`config.mk`:
```
export PLATFORM = sky130hd
export DESIGN_NAME = pixel_to_hex
export DESIGN_NICKNAME = d
export VERILOG_FILES = /design/src/rtl/pixel_to_hex.sv
export SDC_FILE = /design/constraint.sdc
export NUM_CORES = 1
export LEC_CHECK = 0
export CORE_MARGIN = 2
export CORE_UTILIZATION = 45
export CTS_BUF_LIST = sky130_fd_sc_hd__clkbuf_8
export DETAILED_ROUTE_END_ITERATION = 8
export SETUP_SLACK_MARGIN = 0.3
export SLEW_MARGIN = 30
export SYNTH_ARGS = -nofsm -noshare
export SYNTH_HDL_FRONTEND = slang
export SYNTH_SLANG_ARGS = --single-unit
```
`constraint.sdc`:
```
create_clock -name clk -period 12.2 [get_ports clk]
set_clock_uncertainty 0.1 [all_clocks]
set_input_delay 3.66 -clock clk [delete_from_list [all_inputs] [get_ports clk]]
set_output_delay 3.66 -clock clk [all_outputs]
set_load 0.005 [all_outputs]
```
`src/rtl/pixel_to_hex.sv`:
```
// Maps a pixel coordinate to a hexagonal sector (0..5) and a hexagonal distance
// from a configurable screen centre. The design is a fixed-latency pipeline with no backpressure.
module pixel_to_hex #(
  parameter int CX = 320,
  parameter int CY = 240
) (
  input  logic       clk,
  input  logic       rst_n,
  input  logic       in_valid,
  input  logic       in_sof,
  input  logic [9:0] x,
  input  logic [9:0] y,
  input  logic [2:0] rot,
  output logic       out_valid,
  output logic       out_sof,
  output logic [2:0] quadrant,
  output logic [9:0] radius
);

  localparam logic [11:0] CXV = 12'(CX);
  localparam logic [11:0] CYV = 12'(CY);

  // Input capture rank
  logic       v0, sof0;
  logic [9:0] x0, y0;
  logic [2:0] rot0, rot_reg, rot_mod;

  // Stage 1: centre-relative offsets
  logic       v1, sof1, dx_neg1, du_neg1;
  logic [9:0] ax1, ay1;
  logic [2:0] rot1;
  logic [11:0] dx_c, du_c;
  logic [9:0]  ax_c, ay_c;

  // Stage 2: raw sector and saturated radius
  logic       v2, sof2;
  logic [2:0] sect2, rot2, sect_c;
  logic [9:0] rad2, rad_c;
  logic [17:0] px_c, py_c;
  logic [18:0] sum_c;
  logic [11:0] raw_c;
  logic        steep_c;

  // Stage 3
  logic [3:0] qsum_c;
  logic [2:0] q_c;

  always_comb begin
    rot_mod = rot;
    if (rot >= 3'd6) rot_mod = rot - 3'd6;
  end

  // The start-of-frame pixel takes the freshly loaded rotation, not the stale register.
  always_ff @(posedge clk or negedge rst_n) begin
    if (!rst_n) begin
      v0      <= 1'b0;
      sof0    <= 1'b0;
      x0      <= '0;
      y0      <= '0;
      rot0    <= '0;
      rot_reg <= '0;
    end else begin
      v0   <= in_valid;
      sof0 <= in_valid & in_sof;
      if (in_valid) begin
        x0   <= x;
        y0   <= y;
        rot0 <= in_sof ? rot_mod : rot_reg;
        if (in_sof) rot_reg <= rot_mod;
      end
    end
  end

  always_comb begin
    dx_c = {2'b00, x0} - CXV;
    du_c = CYV - {2'b00, y0};
    ax_c = dx_c[11] ? 10'(-dx_c) : dx_c[9:0];
    ay_c = du_c[11] ? 10'(-du_c) : du_c[9:0];
  end

  always_ff @(posedge clk or negedge rst_n) begin
    if (!rst_n) begin
      v1      <= 1'b0;
      sof1    <= 1'b0;
      dx_neg1 <= 1'b0;
      du_neg1 <= 1'b0;
      ax1     <= '0;
      ay1     <= '0;
      rot1    <= '0;
    end else begin
      v1   <= v0;
      sof1 <= sof0;
      if (v0) begin
        dx_neg1 <= dx_c[11];
        du_neg1 <= du_c[11];
        ax1     <= ax_c;
        ay1     <= ay_c;
        rot1    <= rot0;
      end
    end
  end

  // 111/64 approximates tan(60 deg); the non-steep radius blends ax and ay by 111/128 and 64/128.
  always_comb begin
    px_c    = 18'(ax1) * 18'd111;
    py_c    = {2'b00, ay1, 6'b000000};
    steep_c = py_c > px_c;
    sum_c   = {1'b0, px_c} + {1'b0, py_c};
    raw_c   = sum_c[18:7];
    rad_c   = (raw_c > 12'd1023) ? 10'd1023 : raw_c[9:0];
    if (steep_c) rad_c = ay1;
    if (!du_neg1) sect_c = steep_c ? 3'd1 : (dx_neg1 ? 3'd2 : 3'd0);
    else          sect_c = steep_c ? 3'd4 : (dx_neg1 ? 3'd3 : 3'd5);
  end

  always_ff @(posedge clk or negedge rst_n) begin
    if (!rst_n) begin
      v2    <= 1'b0;
      sof2  <= 1'b0;
      sect2 <= '0;
      rad2  <= '0;
      rot2  <= '0;
    end else begin
      v2   <= v1;
      sof2 <= sof1;
      if (v1) begin
        sect2 <= sect_c;
        rad2  <= rad_c;
        rot2  <= rot1;
      end
    end
  end

  always_comb begin
    qsum_c = {1'b0, sect2} + {1'b0, rot2};
    q_c    = (qsum_c >= 4'd6) ? 3'(qsum_c - 4'd6) : qsum_c[2:0];
  end

  always_ff @(posedge clk or negedge rst_n) begin
    if (!rst_n) begin
      out_valid <= 1'b0;
      out_sof   <= 1'b0;
      quadrant  <= '0;
      radius    <= '0;
    end else begin
      out_valid <= v2;
      if (v2) begin
        out_sof  <= sof2;
        quadrant <= q_c;
        radius   <= rad2;
      end
    end
  end

endmodule

```
==> flow_summary.toml <==
# synthesis and place-and-route metrics
[die]
core-area_sq_um = 13900
die-area_sq_um = 15200
row_count = 43

[synthesis]
logic_family = "adder cells"
ys_cells = 636
yosysChipArea_sq_um = 6390
synth_cell_types = 63
async_reset_ff_share_pct = 100
synthTopCellsByArea = "dfrtp_1 33%, ha_1 15%, fa_1 9.1%, mux2_2 6.3%, inv_1 4.6%"
numSynthFlops = 85
top_area_share_pct = 33.3
ys_sh_mux_pct = 7.79
top_cell = "dfrtp_1"
ys_seq_share_pct = 33.3
syn-instance-count = 636
synthFlopType = "dfrtp_1"
common_cells = "85 x dfrtp_1, 79 x inv_1, 75 x ha_1, 56 x nor2_1, 43 x a21oi_1"
yosys_warnings = 0
syn-num-nets = 767
postSynthAreaPerCell_sq_um = 10.1
simple_gate_area_share_pct = 10.7
ys_sh_xor_pct = 6.46

[detailed_routing]
ant_nets = 0
finalWirelength_um = 12100
drt_iter0_drc = 149
first_pass_iters = 4
vias = 4339
drc_errors = 0

[worst_setup_path]
cp_max_fo = 11
crit_top_cell = "fa_1"
ff2ff_setup_slack_ns = 5.45
slowest_stage = "mux2i_2"
rr_startpoint = "ax1[5]"
endpoint_kind = "flop"
cp.arrival_ns = 6.92
crit_chain = "fa_1, fa_1, fa_1, inv_1, fa_1, inv_1, ha_1, o21ai_0, nand2b_1, a31oi_2, a21oi_2, a21oi_1, o21ai_0, xor2_1, ha_1, or4_4, nor3_4, nand4_1, o22ai_1, a211oi_1, mux2i_2, a21oi_1, mux2_2"
r2r_cells = 23
crit_type = "reg -> reg"
cp-start-kind = "flop"

[sta]
finalClockPeriodUsage_pct = 55.3
drv_slew = 0
rsz0062_at_grt = "no"
hold_viol = 0
period_needed_ns = 6.75
timing.slew.headroom_pct = 49.5
fmax_ghz = 0.148

[layout]
logic_area_sq_um = 3860
layout.nets = 804
seq_area_sq_um = 2130
drive_above_1_share_pct = 11.4
lay_top_cells = "85 x dfrtp_1, 80 x inv_1, 75 x ha_1"
nFillCells = 1288
diodes = 0
final_cells = 858
lay_top_count = "dfrtp_1"
areaGrowthSynthToFinish_pct = 12.0

[cts]
cts_setup_buffers = 0
path_clk_slew_ns = 0.10
htreeDepth = 3
cts_tree = "done"
cts_repair_resize_count = 0
clock_latency_ns = 0.37
cts-hold-fix-buffers = 0
clock-root-buffer = "clkbuf_8"

[grt]
grt_overflow = 0
grt_pass1_wl_um = 21000
antenna_found_initial = 0
grt_max_degree = 61
grt_pass1_vias = 4383

[placed_design]
place.port_buffers = 41
placed_cells = 842
hpwl_um = 9630
gp_congestion = 0.898

[run]
warning_count = 44

[outcome]
status = "completed"

[hold_path]
hold_end = "sof2"
==> worst max-delay path by stage <==
stage,to,cells after the start,startpoint
3_3_place_gp,sect2[2],23,ax1[5]
4_1_cts,sect2[2],23,ax1[5]
2_1_floorplan,rad2[1],24,ax1[5]
5_1_grt,sect2[2],25,ax1[3]
3_5_place_dp,sect2[2],23,ax1[5]
6_report,sect2[2],23,ax1[5]
==> through the flow <==
| step | setup slack [ns] | utilization [%] | area (sq um) | hold WS [ns] |
|---|---|---|---|---|
| floorplan | 5.99 | - | 6390 | 0.231 |
| global placement | 5.37 | 50.0 | 6940 | 0.233 |
| detailed placement | 5.46 | 50.0 | 6940 | 0.235 |
| CTS | 5.46 | 51.6 | 7170 | 0.255 |
| global route | 5.05 | 51.6 | 7160 | 0.279 |
| finish | 5.45 | 51.6 | 7160 | 0.255 |
==> per-layer routing <==
| metal | vias up | routed length [um] | GRT usage [%] |
|---|---|---|---|
| met5 | - | 0 | 0 |
| met1 | 2067 | 6030 | 23.9 |
| li1 | 2221 | - | - |
| met4 | 0 | 133 | 4.55 |
| met2 | 42 | 5680 | 28.8 |
| met3 | 9 | 293 | 3.32 |
==> final cells by class <==
type                       instances  share of cell area (%)
multi-input combinational        454                    54.0
sequential                        85                    29.7
timing repair buffer              44                    5.94
inverter                          79                    4.14
tap                              180                    3.14
clock buffer                       9                    1.73
clock inverter                     7                    1.38
==> images/io_fan.png <==
Drawn at 3 px/um.
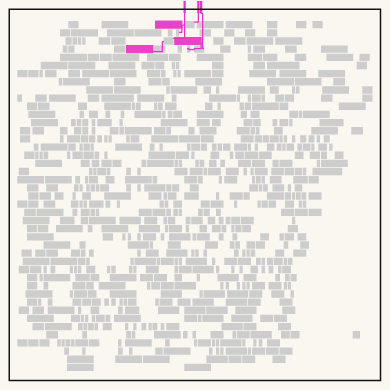
- magenta: `quadrant` (direction output; edge north; end cells 3; buffers 3; wire 49.2 um)

==> images/sizes.png <==
Drawn at 4 px/um.
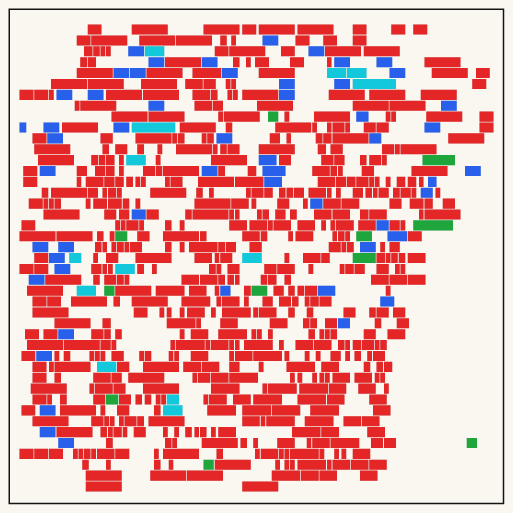
- cyan: _6 and larger (cells 13; share 1.9%; most used clkbuf_8)
- green: _3 and _4 cells (cells 11; share 1.6%; most used buf_4)
- red: _0 and _1 cells (cells 601; share 89%; most used dfrtp_1)
- blue: _2 cells (cells 53; share 7.8%; most used mux2_2)

